===== src/rtl/nsa_pkg.sv =====
// Shared definitions for the nibble-serial adder: controller states,
// nibble width and the index-width helper.
package nsa_pkg;

  localparam int NIBBLE_W = 4;

  typedef enum logic [1:0] {
    IDLE = 2'd0,
    ADD  = 2'd1,
    DONE = 2'd2
  } state_t;

  // Smallest w with 2**w >= n; a loop with a constant bound stays synthesizable.
  function automatic int clog2(input int n);
    int w;
    w = 0;
    for (int i = 0; i < 31; i++) begin
      if ((1 << i) < n) w = i + 1;
    end
    return w;
  endfunction

endpackage


===== src/rtl/nibble_adder_core.sv =====
// Combinational 4-bit ripple-carry adder; exports the carry into bit 3
// so the controller can derive signed overflow of the top nibble.
module nibble_adder_core
  import nsa_pkg::*;
(
  input  logic [NIBBLE_W-1:0] a,
  input  logic [NIBBLE_W-1:0] b,
  input  logic                ci,
  output logic [NIBBLE_W-1:0] s,
  output logic                co,
  output logic                c3
);

  logic [NIBBLE_W:0] c;

  // NOTE: blocking assignments here so each stage sees the carry computed just above it.
  always_comb begin
    c[0] = ci;
    for (int i = 0; i < NIBBLE_W; i++) begin
      s[i]   = a[i] ^ b[i] ^ c[i];
      c[i+1] = (a[i] & b[i]) | (c[i] & (a[i] ^ b[i]));
    end
    co = c[NIBBLE_W];
    c3 = c[NIBBLE_W-1];
  end

endmodule


===== src/rtl/nibble_serial_adder_ctrl.sv =====
// Sequencer that runs one 4-bit adder core over NIBBLES nibbles, LSB first,
// with valid/ready handshakes on the operand and result sides.
module nibble_serial_adder_ctrl
  import nsa_pkg::*;
#(
  parameter int NIBBLES = 4
) (
  input  logic                        clk,
  input  logic                        rst,
  input  logic                        in_valid,
  output logic                        in_ready,
  input  logic [NIBBLE_W*NIBBLES-1:0] a,
  input  logic [NIBBLE_W*NIBBLES-1:0] b,
  input  logic                        cin,
  output logic                        out_valid,
  input  logic                        out_ready,
  output logic [NIBBLE_W*NIBBLES-1:0] sum,
  output logic                        cout,
  output logic                        ovf,
  output logic                        busy
);

  localparam int W     = NIBBLE_W * NIBBLES;
  localparam int IDX_W = (NIBBLES > 1) ? clog2(NIBBLES) : 1;
  localparam logic [IDX_W-1:0] LAST_IDX = IDX_W'(NIBBLES - 1);

  state_t           state, state_next;
  logic [W-1:0]     a_reg, b_reg, sum_reg;
  logic [IDX_W-1:0] idx;
  logic             carry_reg, cout_reg, ovf_reg;

  logic [NIBBLE_W-1:0] core_s;
  logic                core_co, core_c3;

  nibble_adder_core u_core (
    .a  (a_reg[idx*NIBBLE_W +: NIBBLE_W]),
    .b  (b_reg[idx*NIBBLE_W +: NIBBLE_W]),
    .ci (carry_reg),
    .s  (core_s),
    .co (core_co),
    .c3 (core_c3)
  );

  always_ff @(posedge clk) begin
    if (rst) state <= IDLE;
    else     state <= state_next;
  end

  // NOTE: default assignment first so no path through the case leaves state_next unassigned (no latch).
  always_comb begin
    state_next = state;
    case (state)
      IDLE:    if (in_valid)        state_next = ADD;
      ADD:     if (idx == LAST_IDX) state_next = DONE;
      DONE:    if (out_ready)       state_next = IDLE;
      default:                      state_next = IDLE;
    endcase
  end

  // NOTE: operand and result registers are reset too, so an aborted operation leaves no residue.
  always_ff @(posedge clk) begin
    if (rst) begin
      a_reg     <= '0;
      b_reg     <= '0;
      sum_reg   <= '0;
      idx       <= '0;
      carry_reg <= 1'b0;
      cout_reg  <= 1'b0;
      ovf_reg   <= 1'b0;
    end else begin
      case (state)
        IDLE: begin
          if (in_valid) begin
            a_reg     <= a;
            b_reg     <= b;
            carry_reg <= cin;
            sum_reg   <= '0;
            idx       <= '0;
          end
        end
        ADD: begin
          sum_reg[idx*NIBBLE_W +: NIBBLE_W] <= core_s;
          carry_reg                         <= core_co;
          idx                               <= idx + 1'b1;
          // Flags are taken from the top nibble only.
          if (idx == LAST_IDX) begin
            cout_reg <= core_co;
            ovf_reg  <= core_c3 ^ core_co;
          end
        end
        default: ;
      endcase
    end
  end

  assign in_ready  = (state == IDLE);
  assign out_valid = (state == DONE);
  assign busy      = (state != IDLE);
  assign sum       = sum_reg;
  assign cout      = cout_reg;
  assign ovf       = ovf_reg;

endmodule


===== config.mk =====
export PLATFORM = sky130hd
export DESIGN_NAME = nibble_serial_adder_ctrl
export DESIGN_NICKNAME = d
export VERILOG_FILES = /design/src/rtl/nsa_pkg.sv /design/src/rtl/nibble_adder_core.sv /design/src/rtl/nibble_serial_adder_ctrl.sv
export SDC_FILE = /design/constraint.sdc
export NUM_CORES = 1
export LEC_CHECK = 0
export ABC_CLOCK_PERIOD_IN_PS = 4270
export CAP_MARGIN = 15
export CELL_PAD_IN_SITES_DETAIL_PLACEMENT = 2
export CELL_PAD_IN_SITES_GLOBAL_PLACEMENT = 2
export CORE_ASPECT_RATIO = 0.5
export CORE_MARGIN = 5
export CORE_UTILIZATION = 29
export DETAILED_ROUTE_END_ITERATION = 12
export PLACE_DENSITY = 0.74
export SLEW_MARGIN = 40
export SYNTH_ARGS = -nofsm -noshare
export SYNTH_HDL_FRONTEND = slang
export SYNTH_SLANG_ARGS = --single-unit

===== constraint.sdc =====
create_clock -name clk -period 4.27 [get_ports clk]
set_input_delay 0.854 -clock clk [delete_from_list [all_inputs] [get_ports clk]]
set_output_delay 0.854 -clock clk [all_outputs]
set_load 0.005 [all_outputs]

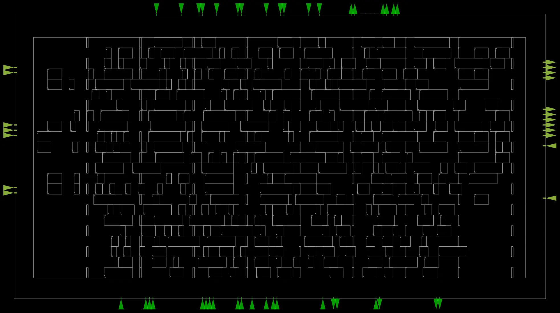
Run 1: placed standard cells
flop count: 55
Site Rows: 23
core area: 0.008000 mm²
Tap Count: 112
Core Util, Final: 39.98%

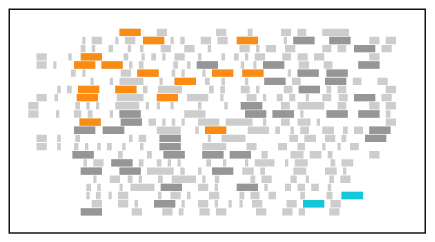
Run 1: register map, names as in the netlist
(3 px per µm)
Cyan stands for state, flops 2. Orange stands for b_reg, flops 16.
Another 37 sequential cells are not colored.

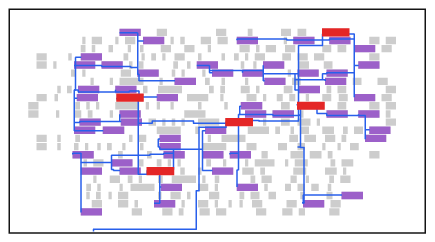
Run 1: routed clock nets over the placement
(3 px per µm)
Red stands for clock drivers, count 5. Purple stands for flip-flops, count 55. Blue stands for clock wires, length 743 µm.
There are 6 routed clock nets.

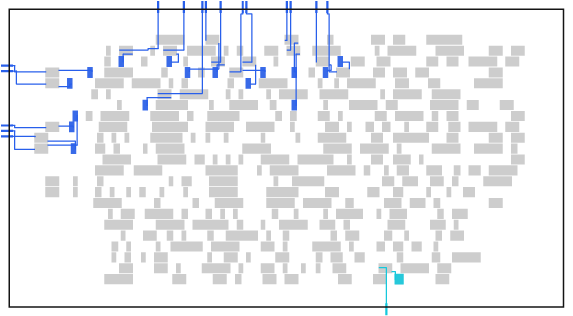
Run 1: nets reached from selected ports
(4 px per µm)
Blue stands for b, bits 16, direction input, end cells 16, buffers 16, wire 335 µm. Cyan stands for out_ready, bits 1, direction input, end cells 1, buffers 1, wire 14.1 µm.

run 1: final cells by class:
cell class,instances,share of cell area [%]
Multi-Input combinational cell,174,36.62
Clock inverter,2,0.3912
Clock buffer,6,4.030
Timing Repair Buffer,61,18.62
Tap cell,112,4.382
Inverter,13,1.526
Sequential cell,55,34.43
run 1: cell usage after synthesis (2+ instances only):
cell and n:
nand2_1 67, dfxtp_1 55, a21oi_1 40, a22o_1 14, clkbuf_1 14, inv_1 13
mux4_2 8, nor2_1 8, fa_1 4, ha_1 4, mux2_2 4, buf_2 3
mux2i_1 3, nor2b_1 3, nand2b_1 2, nor3_1 2, o2bb2ai_1 2
==> deck_impl_summary.md, run 1 <==
Flow Results at a Glance

Timing
  – Final min period: 3.105 ns
  – Max Clock Skew: 0.004291 ns
  – RSZ-0062 raised after global routing: false
  – Slew Limit Fails: 0
  – Endpoints failing hold: 0
  – Final setup margin: 1.165 ns
  – Relative slew slack: 46.43%
  – Final setup violation count: 0

Pwr
  – Clk pwr: 0.405 mW
  – Pleak: 1.170 nW
  – Peak supply drop: 0.1583 mV
  – Clk network pwr share: 36.4%

Yosys
  – Top cells by area: dfxtp_1 46%, nand2_1 11%, a21oi_1 8.4%
  – Yosys adder share: 5.462%
  – Yosys stat cell total: 259
  – Top cell type's share of synthesized area: 46.22%
  – Yosys synthesis chip area: 0.002382 mm²
  – Post-synth seq share: 46.22%
  – Flops after synth: 55
  – Yosys warns: 0
  – Ao+oa area frac: 15.44%
  – Syn Area/Cell: 9.198 µm²

Min path
  – HP Class: flip-flop to flip-flop
  – Hold Path Origin: a_reg[11]
  – Hold Path Depth: 2

GRT
  – GR peak layer: met2
  – Met3 GRT Util: 3.661%
  – Initial antenna violation count: 0
  – Vias in the first global route: 2,257
  – Largest net degree at the start of global routing: 33

Critical path
  – Cell Chain, Critical Path: buf_4 -> mux4_2 -> fa_1 -> inv_1 -> fa_1 -> inv_1 -> fa_1 -> nor2b_1 -> a22o_1
  – Worst R2R Setup Slack: 1.16 ns
  – RR Endpoint: sum[15]
  – Crit path largest cell delay: 0.57 ns
  – Crit. path cell count: 9
  – Worst Setup SP: idx[0]
  – CP Capture Type: flip-flop
  – R2R depth: 9
  – CP dominant cell by count: fa_1

Detailed routing
  – DR vias: 2,024
  – WL met3: 199 µm
  – Total Routed Length: 7190 µm

CTS
  – Post CTS Setup Buffer Count: 0
  – Clk sinks: 55
  – Maximum clock insertion buffer count: 2
  – Skew-Pair Late Insertion Delay: 0.30 ns

Finish
  – Fillers: 895
  – N_diodes: 0
  – Non-Filler Instances: 423

Floorplanning
  – Floorplan utilization: 29.78%

Run status
  – Status: finished clean

Placement
  – PortBufs: 57
  – Placed cells: 415
Run 1, placement by cell class:
(3 px per µm)
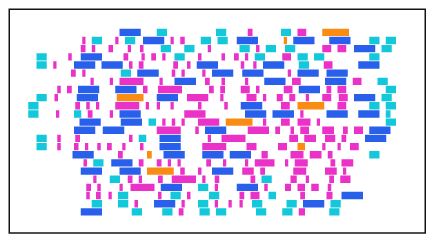

==> run 2, diff against run 1 <==
--- a/config.mk
+++ b/config.mk
@@ -5,15 +5,15 @@
 export SDC_FILE = /design/constraint.sdc
 export NUM_CORES = 1
 export LEC_CHECK = 0
-export ABC_CLOCK_PERIOD_IN_PS = 4270
+export ABC_CLOCK_PERIOD_IN_PS = 2700
 export CAP_MARGIN = 15
 export CELL_PAD_IN_SITES_DETAIL_PLACEMENT = 2
 export CELL_PAD_IN_SITES_GLOBAL_PLACEMENT = 2
 export CORE_ASPECT_RATIO = 0.5
 export CORE_MARGIN = 5
-export CORE_UTILIZATION = 29
+export CORE_UTILIZATION = 26
 export DETAILED_ROUTE_END_ITERATION = 12
-export PLACE_DENSITY = 0.74
+export PLACE_DENSITY = 0.7
 export SLEW_MARGIN = 40
 export SYNTH_ARGS = -nofsm -noshare
 export SYNTH_HDL_FRONTEND = slang
==> constraint.sdc (replaced) <==
create_clock -name clk -period 2.7 [get_ports clk]
set_input_delay 0.54 -clock clk [delete_from_list [all_inputs] [get_ports clk]]
set_output_delay 0.54 -clock clk [all_outputs]
set_load 0.005 [all_outputs]
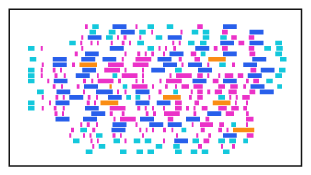
Run 2: placement by cell class
(2 px per µm)
Cyan stands for remaining buffers and delay cells, cells 66. Blue stands for sequential cells, cells 55. Magenta stands for combinational and other logic, cells 187. Orange stands for clock drivers and dummy loads, cells 7.

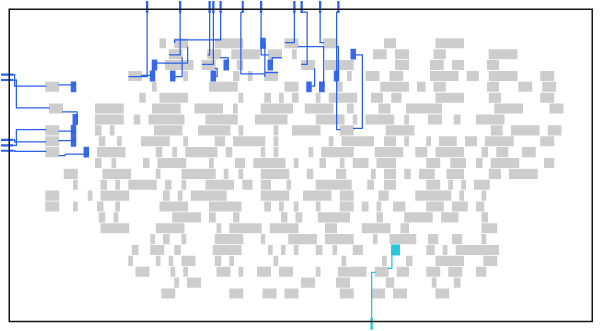
Run 2: nets reached from selected ports
(4 px per µm)
Blue stands for b, bits 16, direction input, end cells 16, buffers 16, wire 365 µm. Cyan stands for out_ready, bits 1, direction input, end cells 1, buffers 1, wire 18.0 µm.

==> run 2 against run 1 <==
Against the previous run: the run now ends with negative setup slack left; sequential share of layout area is 0.78 points lower; synthesized cell count is the same; sequential power up 58%; clock-buffer cell count unchanged; die size up 10%; total power increased by 67%; global-route usage is 1.3 points lower; first-iteration DRC count is 34% lower; largest cell class unchanged; largest power group unchanged; highest routed layer unchanged.
==> deck_impl_summary.md, run 2 <==
Flow Results at a Glance

Yosys
  – Top cells by area: dfxtp_1 46%, nand2_1 11%, a21oi_1 8.4% (unchanged)
  – Top cell type's share of synthesized area: 46.22% (unchanged)
  – Post-synth seq share: 46.22% (unchanged)
  – Yosys adder share: 5.462% (unchanged)
  – Synth top cells by count: 67 x nand2_1, 55 x dfxtp_1, 40 x a21oi_1 (unchanged)
  – Flops after synth: 55 (unchanged)
  – Yosys top cell by instances: nand2_1 (unchanged)
  – Yosys warns: 0 (unchanged)
  – Yosys stat cell total: 259 (unchanged)
  – Ao+oa area frac: 15.44% (unchanged)
  – Yosys synthesis chip area: 0.002382 mm² (unchanged)
  – Yosys simple share: 16.91% (unchanged)

Timing
  – Final setup margin: -0.05014 ns (was 1.165 ns)
  – Max Clock Skew: 0.003042 ns (was 0.004291 ns)
  – Relative slew slack: 50.61% (was 46.43%)
  – Final min period: 2.750 ns (was 3.105 ns)
  – RSZ-0062 raised after global routing: true (was false)
  – Final setup violation count: 4 (was 0)
  – Slew Limit Fails: 0 (unchanged)

Critical path
  – R2R depth: 11 (was 9)
  – Crit path largest cell delay: 0.53 ns (was 0.57 ns)
  – Worst R2R Setup Slack: -0.05 ns (was 1.16 ns)
  – CP Capture Type: flip-flop (unchanged)
  – Worst Setup SP: idx[0] (unchanged)
  – Cell Chain, Critical Path: mux4_2 -> inv_2 -> fa_2 -> inv_2 -> fa_2 -> inv_2 -> fa_2 -> inv_2 -> fa_2 -> nor2b_4 -> a22o_1 (was buf_4 -> mux4_2 -> fa_1 -> inv_1 -> fa_1 -> inv_1 -> fa_1 -> nor2b_1 -> a22o_1)
  – Crit. path cell count: 11 (was 9)
  – Slowest stage cell, crit path: fa_2 (was mux4_2)

GRT
  – Initial antenna violation count: 0 (unchanged)
  – Vias in the first global route: 2,350 (was 2,257)

Finish
  – Nonclk inv count: 13 (unchanged)
  – Design Area, Final: 0.003283 mm² (was 0.003198 mm²)
  – Non-CTS buffers: 66 (was 61)
  – Mi-comb count: 174 (unchanged)
  – N_diodes: 0 (unchanged)
  – Flop count: 55 (unchanged)
  – Clock buf count: 6 (unchanged)
  – Clk cell area share: 4.840% (was 4.421%)
  – Largest cell class by area: combinational gates (unchanged)
  – Non-Filler Instances: 432 (was 423)
  – Comb/total area: 36.20% (was 36.62%)
  – Fillers: 982 (was 895)

Detailed routing
  – Total Routed Length: 7482 µm (was 7190 µm)
  – Antenna viol nets, final: 0 (unchanged)
  – DR vias: 2,030 (was 2,024)

Floorplanning
  – Floorplan utilization: 26.98% (was 29.78%)
  – Tap Count: 117 (was 112)
  – Core area: 0.008828 mm² (was 0.008000 mm²)

Min path
  – Hold Path Origin: b_reg[12] (was a_reg[11])
  – Hold Path Depth: 2 (unchanged)
  – HP Class: flip-flop to flip-flop (unchanged)

Pwr
  – Peak supply drop: 0.2408 mV (was 0.1583 mV)

Run status
  – Status: complete, but fails checks (was finished clean)
  – Failing checks: negative setup slack

CTS
  – Skew-Pair Late Insertion Delay: 0.29 ns (was 0.30 ns)
  – Maximum clock insertion buffer count: 2 (unchanged)

Placement
  – Placed cells: 424 (was 415)
-- run 2: cell counts after synthesis --
No cell type changed its count.
-- run 2: where the power goes --
| group | internal, mW | leakage (nW) | switching (mW) |
|---|---|---|---|
| clock network | 0.433 | 0.0769 | 0.280 |
| logic | 0.138 | 0.675 | 0.132 |
| registers | 0.845 | 0.449 | 0.0246 |
| total | 1.42 | 1.20 | 0.436 |
-- run 2: per-layer routing --
layer	part of all wire, %	track usage, %	wire (µm)	up-vias
li1	-	-	-	989
met1	45	16.52	3356	1009
met2	52	24.49	3879	26
met3	2.4	3.201	183	6
met4	0.83	2.793	62	0
met5	0	0	0	-
-- run 2: repair_timing --
item | CTS | global route
pin swaps | 2 | 2
resized | 2 | 0
setup buffers | 1 | 0
endpoints found under the setup margin | 4 | 6
==> run 3, diff against run 2 <==
--- a/config.mk
+++ b/config.mk
@@ -5,7 +5,6 @@
 export SDC_FILE = /design/constraint.sdc
 export NUM_CORES = 1
 export LEC_CHECK = 0
-export ABC_CLOCK_PERIOD_IN_PS = 2700
 export CAP_MARGIN = 15
 export CELL_PAD_IN_SITES_DETAIL_PLACEMENT = 2
 export CELL_PAD_IN_SITES_GLOBAL_PLACEMENT = 2
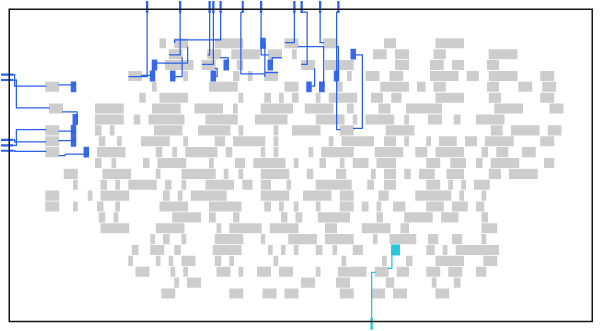
Run 3: nets reached from selected ports
(4 px per µm)
Blue stands for b, bits 16, direction input, end cells 16, buffers 16, wire 365 µm. Cyan stands for out_ready, bits 1, direction input, end cells 1, buffers 1, wire 18.0 µm.

==> run 3 against run 2 <==
Against the previous run: the flow still finishes with violations (negative setup slack); worst setup slack unchanged; clock power is essentially flat; die size is the same; global-route usage unchanged; worst hold slack stayed put; fmax unchanged; clock-buffer cell count is the same; wire length did not move; register-to-register slack is essentially flat; combinational power hardly changed; synthesized cell count stayed put; clock skew is the same.
==> deck_impl_summary.md, run 3 <==
Flow Results at a Glance

Critical path
  – Worst Setup SP: idx[0] (unchanged)
  – CP Capture Type: flip-flop (unchanged)
  – Worst R2R Setup Slack: -0.05 ns (about the same)
  – Cell Chain, Critical Path: mux4_2 -> inv_2 -> fa_2 -> inv_2 -> fa_2 -> inv_2 -> fa_2 -> inv_2 -> fa_2 -> nor2b_4 -> a22o_1 (unchanged)
  – Crit path largest cell delay: 0.53 ns (about the same)
  – Slowest stage cell, crit path: fa_2 (unchanged)
  – R2R depth: 11 (unchanged)
  – RR Endpoint: sum[11] (unchanged)
  – Crit. path cell count: 11 (unchanged)

Finish
  – Fillers: 982 (unchanged)
  – Comb/total area: 36.20% (unchanged)
  – Largest cell class by area: combinational gates (unchanged)
  – Clk cell area share: 4.840% (unchanged)
  – Design Area, Final: 0.003283 mm² (unchanged)
  – Core Util, Final: 37.19% (unchanged)
  – Non-Filler Instances: 432 (unchanged)
  – Non-clk buf share: 19.36% (unchanged)
  – Flop count: 55 (unchanged)
  – N_diodes: 0 (unchanged)
  – Register fraction of the total cell area: 33.65% (unchanged)
  – Nonclk inv count: 13 (unchanged)

Floorplanning
  – Floorplan utilization: 26.98% (unchanged)
  – Site Rows: 24 (unchanged)
  – Core area: 0.008828 mm² (unchanged)
  – Die H: 77.69 µm (unchanged)

Min path
  – Hold Path Depth: 2 (unchanged)
  – HP Class: flip-flop to flip-flop (unchanged)
  – Hold Path Origin: b_reg[12] (unchanged)

GRT
  – Initial antenna violation count: 0 (unchanged)
  – Vias in the first global route: 2,350 (unchanged)

Timing
  – Final setup margin: -0.05014 ns (unchanged)
  – Final min period: 2.750 ns (unchanged)
  – Relative slew slack: 50.61% (unchanged)
  – Max Clock Skew: 0.003042 ns (unchanged)
  – Final setup violation count: 4 (unchanged)
  – Endpoints failing hold: 0 (unchanged)
  – Slew Limit Fails: 0 (unchanged)

CTS
  – Post-CTS sizing: 2 (unchanged)
  – Clk sinks: 55 (unchanged)
  – Maximum clock insertion buffer count: 2 (unchanged)
  – Skew-Pair Late Insertion Delay: 0.29 ns (about the same)
  – Post CTS Setup Buffer Count: 1 (unchanged)

Yosys
  – Yosys synthesis chip area: 0.002382 mm² (unchanged)
  – Top cell type's share of synthesized area: 46.22% (unchanged)
  – Yosys stat cell total: 259 (unchanged)
  – Syn Area/Cell: 9.198 µm² (unchanged)
  – Top cells by area: dfxtp_1 46%, nand2_1 11%, a21oi_1 8.4% (unchanged)
  – Post-synth seq share: 46.22% (unchanged)
  – Synth top cells by count: 67 x nand2_1, 55 x dfxtp_1, 40 x a21oi_1 (unchanged)
  – Yosys top cell by instances: nand2_1 (unchanged)
  – Yosys warns: 0 (unchanged)

Pwr
  – Peak supply drop: 0.2408 mV (unchanged)
  – Pleak: 1.201 nW (unchanged)

Run status
  – Status: complete, but fails checks (unchanged)
  – Failing checks: negative setup slack (unchanged)

Detailed routing
  – DR vias: 2,030 (unchanged)

Placement
  – PortBufs: 57 (unchanged)
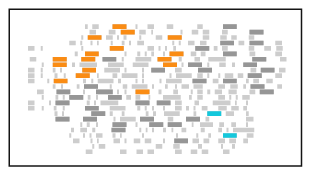
Run 3: register map, names as in the netlist
(2 px per µm)
Cyan stands for state, flops 2. Orange stands for b_reg, flops 16.
Another 37 sequential cells are not colored.

[run 3: metal layers]
layer,part of all wire [%],track usage [%]
met2,52,24.49
met1,45,16.52
met4,0.83,2.793
met3,2.4,3.201
met5,0,0
[run 3: power by group]
group	switching [mW]	internal [mW]	total [mW]
Combinational	0.132	0.138	0.270
Clock	0.280	0.433	0.713
Sequential	0.0246	0.845	0.870
[run 3: kinds of logic (layout without fill, tap and decap cells)]
kind of cell	count (synthesis)	count (layout)	share of synthesized area, %
muxes	15	15	10.71
DFF	55	55	46.22
and+or+nand+nor	91	91	16.91
xor gates and xnor gates	1	1	0.3677
adders and majority gates	8	8	5.462
AOI/OAI and AO/OA	59	59	15.44
buffers and inverters	30	86	4.884
Power figures rest on the tool's default switching activity, not on a simulated workload.
